===== src/rtl/uart_pkg.sv =====
// uart_pkg: shared definitions for the uart controller slice.
//   UART_OP_NONE / UART_OP_WRITE : encodings driven onto the uart UARTOp input
//   tx_ctrl_state_t              : transmit scheduler states
//   frame_clks()                 : clocks one 10-bit frame occupies, plus guard
package uart_pkg;

  localparam logic [1:0] UART_OP_NONE  = 2'b00;
  localparam logic [1:0] UART_OP_WRITE = 2'b10;

  typedef enum logic [1:0] {
    INIT_WAIT = 2'd0,
    IDLE      = 2'd1,
    ISSUE     = 2'd2,
    WAIT      = 2'd3
  } tx_ctrl_state_t;

  // Start bit + 8 data bits + stop bit, then a few idle clocks of margin.
  function automatic int frame_clks(int clk_frequency, int baud_rate, int guard_clks);
    return 10 * (clk_frequency / baud_rate) + guard_clks;
  endfunction

endpackage


===== src/rtl/uart_ctrl_if.sv =====
// uart_ctrl_if: CPU-side and uart-side signals of the uart controller.
//   CPU side : wr_en/wr_data push TX bytes, rd_en pops the RX head (rd_data),
//              tx_count/rx_count/tx_full/rx_empty/tx_busy/overrun status,
//              overrun_clr clears the sticky overrun flag.
//   uart side: uart_op/uart_wdata command the uart, uart_rdata/uart_rvalid
//              deliver received bytes.
//   slave modport = the controller, master modport = CPU plus uart model.
interface uart_ctrl_if #(
  parameter int TX_DEPTH = 16,
  parameter int RX_DEPTH = 16
);
  logic                        wr_en;
  logic [7:0]                  wr_data;
  logic                        rd_en;
  logic [7:0]                  rd_data;
  logic [$clog2(TX_DEPTH):0]   tx_count;
  logic [$clog2(RX_DEPTH):0]   rx_count;
  logic                        tx_full;
  logic                        rx_empty;
  logic                        tx_busy;
  logic                        overrun;
  logic                        overrun_clr;
  logic [1:0]                  uart_op;
  logic [7:0]                  uart_wdata;
  logic [31:0]                 uart_rdata;
  logic                        uart_rvalid;

  modport slave (
    input  wr_en, wr_data, rd_en, overrun_clr, uart_rdata, uart_rvalid,
    output rd_data, tx_count, rx_count, tx_full, rx_empty, tx_busy, overrun,
           uart_op, uart_wdata
  );

  modport master (
    output wr_en, wr_data, rd_en, overrun_clr, uart_rdata, uart_rvalid,
    input  rd_data, tx_count, rx_count, tx_full, rx_empty, tx_busy, overrun,
           uart_op, uart_wdata
  );
endinterface


===== src/rtl/uart_ctrl_fifo.sv =====
// sync_fifo: single-clock FIFO with show-ahead read.
//   clk, rst_n : clock and asynchronous active-low reset (flushes the FIFO)
//   push/wdata : write request; accepted when not full, or when full and a
//                pop is accepted in the same cycle
//   pop        : read request; ignored when empty
//   rdata      : current head, 0 when empty
//   count/full/empty : occupancy 0..DEPTH and its flags
module sync_fifo #(
  parameter int WIDTH = 8,
  parameter int DEPTH = 16
) (
  input  logic                   clk,
  input  logic                   rst_n,
  input  logic                   push,
  input  logic                   pop,
  input  logic [WIDTH-1:0]       wdata,
  output logic [WIDTH-1:0]       rdata,
  output logic [$clog2(DEPTH):0] count,
  output logic                   full,
  output logic                   empty
);
  localparam int AW = $clog2(DEPTH);

  logic [WIDTH-1:0] mem [DEPTH];
  logic [AW-1:0]    wr_ptr;
  logic [AW-1:0]    rd_ptr;
  logic             do_push;
  logic             do_pop;

  assign empty   = (count == '0);
  assign full    = (count == (AW+1)'(DEPTH));
  assign do_pop  = pop && !empty;
  // A pop frees the slot this cycle, so a push into a full FIFO still lands.
  assign do_push = push && (!full || do_pop);
  assign rdata   = empty ? '0 : mem[rd_ptr];

  // Pointers wrap naturally because DEPTH is a power of two.
  always_ff @(posedge clk or negedge rst_n) begin
    if (!rst_n) begin
      wr_ptr <= '0;
      rd_ptr <= '0;
      count  <= '0;
    end else begin
      if (do_push) wr_ptr <= wr_ptr + 1'b1;
      if (do_pop)  rd_ptr <= rd_ptr + 1'b1;
      case ({do_push, do_pop})
        2'b10:   count <= count + 1'b1;
        2'b01:   count <= count - 1'b1;
        default: count <= count;
      endcase
    end
  end

  // Storage needs no reset: pointers and count define what is valid.
  always_ff @(posedge clk) begin
    if (do_push) mem[wr_ptr] <= wdata;
  end

endmodule


===== src/rtl/uart_ctrl.sv =====
// uart_ctrl: buffers CPU transmit bytes and schedules uart writes only when
// the uart transmitter must be idle, captures received bytes into an RX FIFO.
//   clk, rst_n : system clock, asynchronous active-low reset
//   bus        : uart_ctrl_if.slave (CPU push/pop/status, uart command/data)
// The uart has no busy flag, so every write is followed by a full frame time
// of waiting; the same wait is applied after reset for a frame possibly
// started before it.
module uart_ctrl
  import uart_pkg::*;
#(
  parameter int CLK_FREQUENCY = 50_000_000,
  parameter int BAUD_RATE     = 9600,
  parameter int TX_DEPTH      = 16,
  parameter int RX_DEPTH      = 16,
  parameter int GUARD_CLKS    = 2
) (
  input  logic        clk,
  input  logic        rst_n,
  uart_ctrl_if.slave  bus
);
  localparam int FRAME_CLKS = frame_clks(CLK_FREQUENCY, BAUD_RATE, GUARD_CLKS);
  localparam int CW         = $clog2(FRAME_CLKS + 1);

  tx_ctrl_state_t state;
  logic [CW-1:0]  frame_cnt;
  logic [1:0]     uart_op_q;
  logic [7:0]     uart_wdata_q;
  logic           tx_busy_q;
  logic           overrun_q;

  logic [7:0]     tx_head;
  logic           tx_empty;
  logic           tx_pop;
  logic           rx_full;
  logic           unused_rdata_hi;

  assign tx_pop          = (state == ISSUE);
  assign unused_rdata_hi = ^bus.uart_rdata[31:8];

  sync_fifo #(.WIDTH(8), .DEPTH(TX_DEPTH)) u_tx_fifo (
    .clk   (clk),
    .rst_n (rst_n),
    .push  (bus.wr_en),
    .pop   (tx_pop),
    .wdata (bus.wr_data),
    .rdata (tx_head),
    .count (bus.tx_count),
    .full  (bus.tx_full),
    .empty (tx_empty)
  );

  sync_fifo #(.WIDTH(8), .DEPTH(RX_DEPTH)) u_rx_fifo (
    .clk   (clk),
    .rst_n (rst_n),
    .push  (bus.uart_rvalid),
    .pop   (bus.rd_en),
    .wdata (bus.uart_rdata[7:0]),
    .rdata (bus.rd_data),
    .count (bus.rx_count),
    .full  (rx_full),
    .empty (bus.rx_empty)
  );

  // Transmit scheduler. uart_op is registered so it is high exactly while
  // the state is ISSUE; the pop of the head happens in that same cycle.
  always_ff @(posedge clk or negedge rst_n) begin
    if (!rst_n) begin
      state        <= INIT_WAIT;
      frame_cnt    <= CW'(FRAME_CLKS);
      uart_op_q    <= UART_OP_NONE;
      uart_wdata_q <= 8'h00;
      tx_busy_q    <= 1'b1;
    end else begin
      case (state)
        INIT_WAIT: begin
          if (frame_cnt == '0) begin
            state     <= IDLE;
            tx_busy_q <= 1'b0;
          end else begin
            frame_cnt <= frame_cnt - 1'b1;
          end
        end
        IDLE: begin
          if (!tx_empty) begin
            state        <= ISSUE;
            uart_op_q    <= UART_OP_WRITE;
            uart_wdata_q <= tx_head;
            tx_busy_q    <= 1'b1;
          end
        end
        ISSUE: begin
          state     <= WAIT;
          uart_op_q <= UART_OP_NONE;
          frame_cnt <= CW'(FRAME_CLKS - 1);
        end
        WAIT: begin
          if (frame_cnt == '0) begin
            state     <= IDLE;
            tx_busy_q <= 1'b0;
          end else begin
            frame_cnt <= frame_cnt - 1'b1;
          end
        end
        default: begin
          state     <= INIT_WAIT;
          frame_cnt <= CW'(FRAME_CLKS);
          uart_op_q <= UART_OP_NONE;
          tx_busy_q <= 1'b1;
        end
      endcase
    end
  end

  // A drop only happens when RX is full and no read makes room; a new drop
  // outranks a simultaneous clear so no loss goes unreported.
  always_ff @(posedge clk or negedge rst_n) begin
    if (!rst_n) begin
      overrun_q <= 1'b0;
    end else if (bus.uart_rvalid && rx_full && !bus.rd_en) begin
      overrun_q <= 1'b1;
    end else if (bus.overrun_clr) begin
      overrun_q <= 1'b0;
    end
  end

  assign bus.uart_op    = uart_op_q;
  assign bus.uart_wdata = uart_wdata_q;
  assign bus.tx_busy    = tx_busy_q;
  assign bus.overrun    = overrun_q;

endmodule

===== src/flat_wrapper.sv =====
// flat-port wrapper written by rule: the top's interface ports become plain ports
module uart_ctrl_flat import uart_pkg::*;
#(
  parameter int CLK_FREQUENCY = 50_000_000,
  parameter int BAUD_RATE     = 9600,
  parameter int TX_DEPTH      = 16,
  parameter int RX_DEPTH      = 16,
  parameter int GUARD_CLKS    = 2
)
  (clk, rst_n, bus_wr_en, bus_wr_data, bus_rd_en, bus_overrun_clr, bus_uart_rdata, bus_uart_rvalid, bus_rd_data, bus_tx_count, bus_rx_count, bus_tx_full, bus_rx_empty, bus_tx_busy, bus_overrun, bus_uart_op, bus_uart_wdata);
  uart_ctrl_if #(.TX_DEPTH(TX_DEPTH), .RX_DEPTH(RX_DEPTH)) bus_i ();
  input  logic clk;
  input  logic rst_n;
  input wire logic [$bits(bus_i.wr_en)-1:0] bus_wr_en;
  input wire logic [$bits(bus_i.wr_data)-1:0] bus_wr_data;
  input wire logic [$bits(bus_i.rd_en)-1:0] bus_rd_en;
  input wire logic [$bits(bus_i.overrun_clr)-1:0] bus_overrun_clr;
  input wire logic [$bits(bus_i.uart_rdata)-1:0] bus_uart_rdata;
  input wire logic [$bits(bus_i.uart_rvalid)-1:0] bus_uart_rvalid;
  output wire logic [$bits(bus_i.rd_data)-1:0] bus_rd_data;
  output wire logic [$bits(bus_i.tx_count)-1:0] bus_tx_count;
  output wire logic [$bits(bus_i.rx_count)-1:0] bus_rx_count;
  output wire logic [$bits(bus_i.tx_full)-1:0] bus_tx_full;
  output wire logic [$bits(bus_i.rx_empty)-1:0] bus_rx_empty;
  output wire logic [$bits(bus_i.tx_busy)-1:0] bus_tx_busy;
  output wire logic [$bits(bus_i.overrun)-1:0] bus_overrun;
  output wire logic [$bits(bus_i.uart_op)-1:0] bus_uart_op;
  output wire logic [$bits(bus_i.uart_wdata)-1:0] bus_uart_wdata;
  assign bus_i.wr_en = bus_wr_en;
  assign bus_i.wr_data = bus_wr_data;
  assign bus_i.rd_en = bus_rd_en;
  assign bus_i.overrun_clr = bus_overrun_clr;
  assign bus_i.uart_rdata = bus_uart_rdata;
  assign bus_i.uart_rvalid = bus_uart_rvalid;
  assign bus_rd_data = bus_i.rd_data;
  assign bus_tx_count = bus_i.tx_count;
  assign bus_rx_count = bus_i.rx_count;
  assign bus_tx_full = bus_i.tx_full;
  assign bus_rx_empty = bus_i.rx_empty;
  assign bus_tx_busy = bus_i.tx_busy;
  assign bus_overrun = bus_i.overrun;
  assign bus_uart_op = bus_i.uart_op;
  assign bus_uart_wdata = bus_i.uart_wdata;
  uart_ctrl #(.CLK_FREQUENCY(CLK_FREQUENCY), .BAUD_RATE(BAUD_RATE), .TX_DEPTH(TX_DEPTH), .RX_DEPTH(RX_DEPTH), .GUARD_CLKS(GUARD_CLKS)) u_core (.clk(clk), .rst_n(rst_n), .bus(bus_i));
endmodule

===== config.mk =====
export PLATFORM = sky130hd
export DESIGN_NAME = uart_ctrl_flat
export DESIGN_NICKNAME = d
export VERILOG_FILES = /design/src/rtl/uart_pkg.sv /design/src/rtl/uart_ctrl_if.sv /design/src/rtl/uart_ctrl_fifo.sv /design/src/rtl/uart_ctrl.sv /design/src/flat_wrapper.sv
export SDC_FILE = /design/constraint.sdc
export NUM_CORES = 1
export LEC_CHECK = 0
export CAP_MARGIN = 20
export CORE_UTILIZATION = 55
export DETAILED_ROUTE_END_ITERATION = 6
export GPL_ROUTABILITY_DRIVEN = 0
export GPL_TIMING_DRIVEN = 1
export PLACE_DENSITY_LB_ADDON = 0.15
export SLEW_MARGIN = 20
export SYNTH_ARGS = -nofsm -noshare
export SYNTH_HDL_FRONTEND = slang
export SYNTH_SLANG_ARGS = --single-unit

===== constraint.sdc =====
create_clock -name clk -period 4.3 [get_ports clk]
set_clock_uncertainty 0.1 [all_clocks]
set_input_delay 0.86 -clock clk [delete_from_list [all_inputs] [get_ports clk]]
set_output_delay 0.86 -clock clk [all_outputs]
set_load 0.02 [all_outputs]

==> run notes, run 1 <==
fresh numbers from the pnr run: Synthesis Warnings 0, TritonCTS buffer count 34, post-synthesis simple-gate area fraction 0.0686, Top Metal Used met4, ClkCell Share 0.0692, Adder Area Share 0.0197, CP Launch Type flip-flop, Tap Count 319, Final Hold Viols 0, switching part of the total 0.315, power per cell area 688 nW/um^2, Flops 311, Yosys reg bits 311, met3 wire len 1.26 mm, Top area cell types edfxtp_1 59%, mux4_2 13%, dfrtp_1 8.6%, # rows 56, Comb gates 380, mean routed wirelength per cell 21.7 microns, Area Overhead vs Synth 14.5%, Final TNS setup 0 ns, Worst-Margin Slew 0.877 ns, largest net degree at the start of global routing 36, main logic family after synthesis multiplexers, area occupied by multi-input gates 3780 sq um, placed inst area 13900 sq um, Die Y 156 microns, P_clk 0.00270 W, list of most frequent post-synthesis cells 256 x edfxtp_1, 73 x mux4_2, 45 x dfrtp_1, Congestion Overflow GR 0, maxcap violations 0, Final period util 0.901, drt drc 1, M1 WL 10.8 mm, clk_lat worst skew 0.50 ns, TritonCTS clock tree yes, CP dominant cell by count mux4_2, Worst Hold Class in2async, CP delay by family, top multiplexers, outcome complete, but fails checks, failing checks DRC, Vias per Instance 5.94, CTS root buf clkbuf_16, tool warnings 58, Biggest Area Class registers, met1 Resource Use GR 0.305, WL met2 12.6 mm, RSZ-0062 raised after global routing false
**Run 1: clock routing**

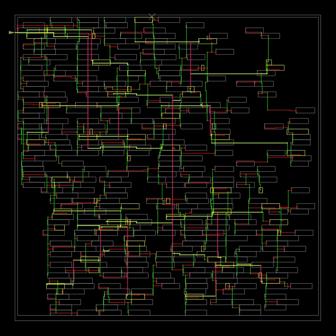
layout clock buffer count: 46
clock sinks: 311

**Run 1: placed cells, one colour a class**

Scale: 2 px per micron. Fill, decap, tap and diode cells in grey.
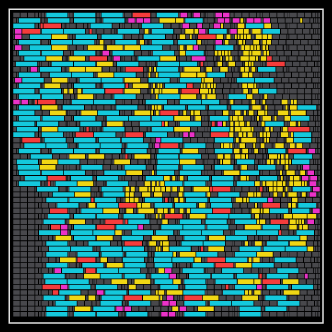
class	colour	cells
flops	cyan	311
other buffers and delay cells	magenta	64
clock drivers and dummy loads	red	60
combinational and other logic	yellow	396
Final Cell Area: 15000 sq um
Core Region: 23400 sq um

**Run 1: met2 routing**

Scale: 3 px per micron. Cells faint in the background.
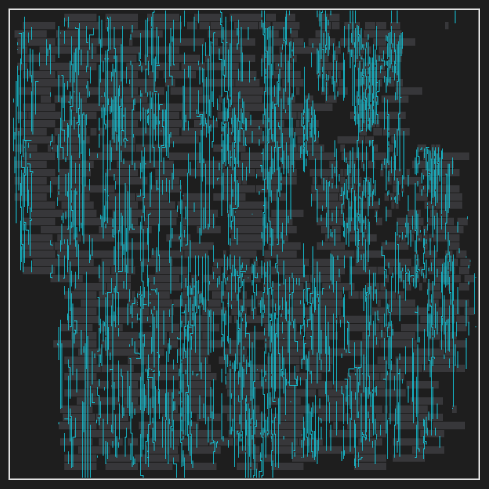
nets with wire on the layer	778
longest straight run	57.8 microns
via count: 6835
met2 Use GR: 0.354
final wirelength: 25.0 mm

**Run 1: nets reached from selected ports**

Scale: 2 px per micron.
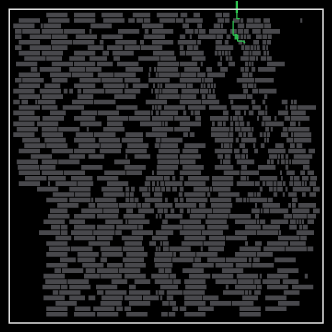
port	colour	bits	direction	edge	end cells	buffers	wire
`bus_rx_empty`	green	1	output	top	1	1	22.4 microns
I/O pin total: 78
port bufs: 52

**Run 1: routed clock nets over the placement**

Scale: 3 px per micron.
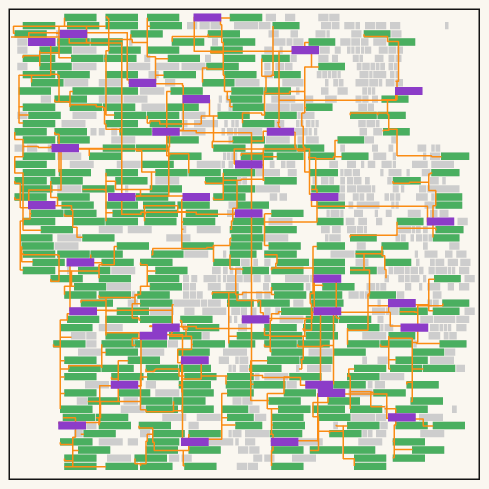

==> run 2: changes to the inputs <==
- CTS_CLUSTER_DIAMETER: default -> 40
**Run 2: routed clock nets over the placement**

Scale: 3 px per micron.
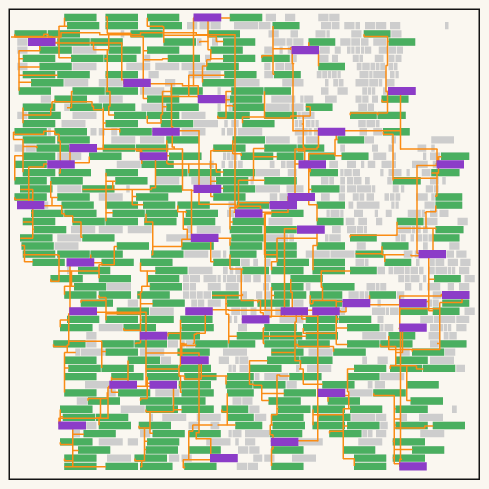
[clock drivers] purple | count: 40
[clock wires] orange | length: 3520 microns
[flip-flops] green | count: 311
routed clock nets	41
P_clk: 0.00300 W
clk_lat worst skew: 0.51 ns
clock share of power: 0.283

**Run 2: clock routing**

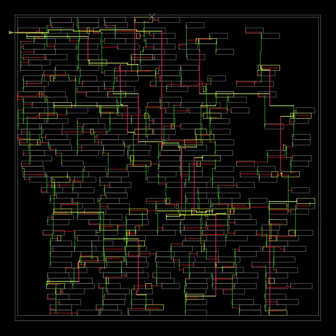
TritonCTS buffer count: 40
Flops: 311
layout clock buffer count: 52

**Run 2: placed cells, one colour a class**

Scale: 2 px per micron. Fill, decap, tap and diode cells in grey.
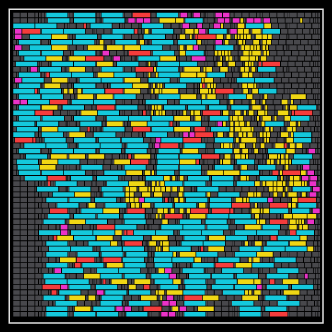
# rows: 56
Final Cell Area: 15100 sq um
Final Core Density: 0.647

==> run notes, run 2 <==
fresh numbers from the pnr run: outcome complete, but fails checks, failing checks DRC, post-synthesis simple-gate area fraction 0.0686, Max Freq 260 MHz, placed inst area 13900 sq um, Adder Area Share 0.0197, ys flop type edfxtp_1, maxcap violations 0, port bufs 52, Reg2Reg Setup Slack 0.98 ns, CP delay by family, top multiplexers, Comb pwr share 0.323, Comb area share 0.250, Top pwr grp registers, xor+xnor area frac 0.0174, CP endpoint bus_rd_data[6], worst path buffer plus inverter count 2, tool warnings 58, Yosys top cell by instances edfxtp_1, switching part of the total 0.316, power in sequential cells 0.00419 W, CTS root buf clkbuf_16, Die X 156 microns, Tap Count 319, WL met2 12.5 mm, CP Launch Type flip-flop, Area Overhead vs Synth 15.8%, TritonCTS clock tree yes, Worst Hold Class in2async, Worst-Margin Slew 0.879 ns, M1 WL 10.9 mm, power per cell area 701 nW/um^2, drt first pass iters 7, Synth Seq Share 0.694, Congestion Overflow GR 0, Vias per Instance 5.91, Non-clk bufs 64, mean routed wirelength per cell 21.6 microns, final wirelength 25.1 mm, I/O pin total 78, Yosys reg bits 311, list of most frequent post-synthesis cells 256 x edfxtp_1, 73 x mux4_2, 45 x dfrtp_1, Biggest Area Class registers, Pwr Total 0.0106 W, Final Hold Viols 0, clock sinks 311, ClkCell Share 0.0797, met1 Resource Use GR 0.309, Core Region 23400 sq um, final antenna diode count 0, Syn Area/Cell 17.6 sq um, CP dominant cell by count mux4_2, met3 wire len 1.22 mm, Final period util 0.895, first-pass GRT wire length 39.3 mm, CP max stage delay 0.56 ns, Synthesis Warnings 0, main logic family after synthesis multiplexers, Synth async-reset ratio 0.177, Worst Path Arrival 2.89 ns, internal power 0.00726 W, Die Y 156 microns, area fraction in mux cells 0.146, Final TNS setup 0 ns, largest net degree at the start of global routing 36, Signal inverters 16, Area leader share 0.588, met2 Use GR 0.351, Top area cell types edfxtp_1 59%, mux4_2 13%, dfrtp_1 8.6%, worst path required time 3.34 ns, highest-count logic cell in the final layout edfxtp_1, RSZ-0062 raised after global routing false, Detail Placement HPWL 16.2 mm, dpl cells 1090, hold slack 0.326 ns, Init Core Util 0.559, Comb gates 380, area occupied by multi-input gates 3780 sq um, fin cells 1162, drt drc 1, Top Metal Used met4, via count 6871, Chip Area, Yosys 13100 sq um, Final setup viols 0, share of cells above drive strength 1 0.211
**Run 2: nets reached from selected ports**

Scale: 2 px per micron.
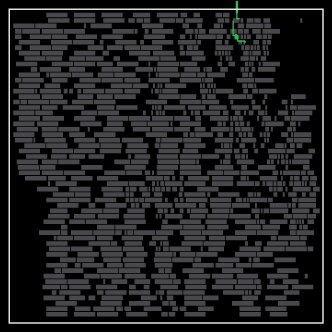

==> run 3: changes to the inputs <==
- CAP_MARGIN: 20 -> 0
- CTS_CLUSTER_SIZE: default -> 10
- TNS_END_PERCENT: default -> 100
**Run 3: nets reached from selected ports**

Scale: 2 px per micron.
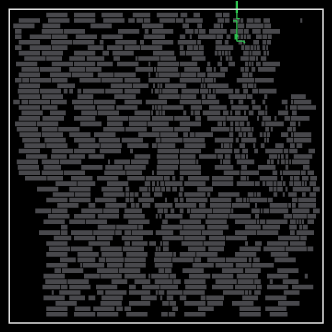

**Run 3: placed cells, one colour a class**

Scale: 2 px per micron. Fill, decap, tap and diode cells in grey.
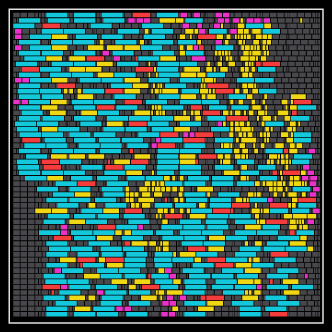
class	colour	cells
flops	cyan	311
combinational and other logic	yellow	396
other buffers and delay cells	magenta	64
clock drivers and dummy loads	red	67
Final Cell Area: 15300 sq um
Final Core Density: 0.653
sequential cell area share: 0.594

==> run notes, run 3 <==
fresh numbers from the pnr run: outcome complete, but fails checks, failing checks DRC, Top area cell types edfxtp_1 59%, mux4_2 13%, dfrtp_1 8.6%, Comb area share 0.248, CP dominant cell by count mux4_2, M1 WL 10.8 mm, # rows 56, CP delay by family, top buffers and inverters, Final setup viols 0, mean routed wirelength per cell 21.9 microns, worst path buffer plus inverter count 2, tool warnings 58, Yosys top cell by instances edfxtp_1, power per cell area 716 nW/um^2, Detail Placement HPWL 16.2 mm, TritonCTS buffer count 43, list of most frequent post-synthesis cells 256 x edfxtp_1, 73 x mux4_2, 45 x dfrtp_1, P_clk 0.00332 W, area fraction in mux cells 0.146, Chip Area, Yosys 13100 sq um, H-tree levels 2, Worst-Margin Slew 0.908 ns, Area Overhead vs Synth 16.8%, placed inst area 13900 sq um, xor+xnor area frac 0.0174, Synth Seq Share 0.694, Final TNS setup 0 ns, I/O pin total 78, highest-count logic cell in the final layout edfxtp_1, Vias per Instance 5.93, met3 wire len 1.37 mm, Init Core Util 0.559, RSZ-0062 raised after global routing false, Yosys reg bits 311, Die Y 156 microns, hold slack 0.326 ns, Reg2Reg Setup Slack 1.00 ns, Synthesis Warnings 0, Top Metal Used met4, Die X 156 microns, Non-clk bufs 64, CTS root buf clkbuf_16, Flops 311, Signal inverters 16, drt first pass iters 6, fin cells 1157, Final Hold Viols 0, Comb gates 380, Core Region 23400 sq um, maxcap violations 0, final antenna diode count 0, met2 Use GR 0.359, first-pass GRT wire length 40.0 mm, met1 Resource Use GR 0.305, via count 6859, CP endpoint bus_rd_data[6], internal power 0.00756 W, share of cells above drive strength 1 0.214, Max Freq 257 MHz, port bufs 52, CP Launch Type flip-flop, Synth async-reset ratio 0.177, layout clock buffer count 48, Pwr Total 0.0109 W, Final period util 0.904, Top pwr grp registers, main logic family after synthesis multiplexers, drt drc 1, ys flop type edfxtp_1, Worst Hold Class in2async
**Run 3: routed clock nets over the placement**

Scale: 3 px per micron.
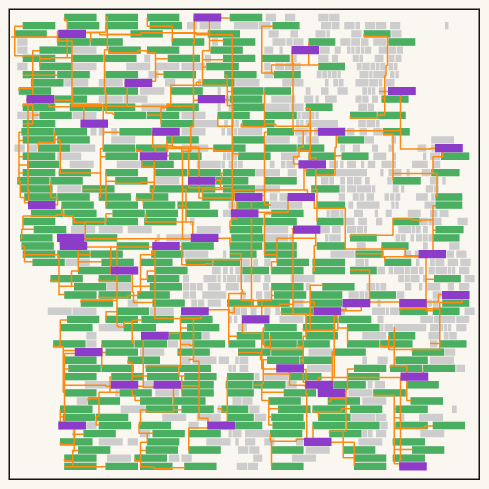
[clock drivers] purple | count: 43
[flip-flops] green | count: 311
[clock wires] orange | length: 3720 microns
routed clock nets	44
flops lie	widely spread
clock share of power: 0.303
clk_lat worst skew: 0.53 ns

Power figures rest on the tool's default switching activity, not on a simulated workload.
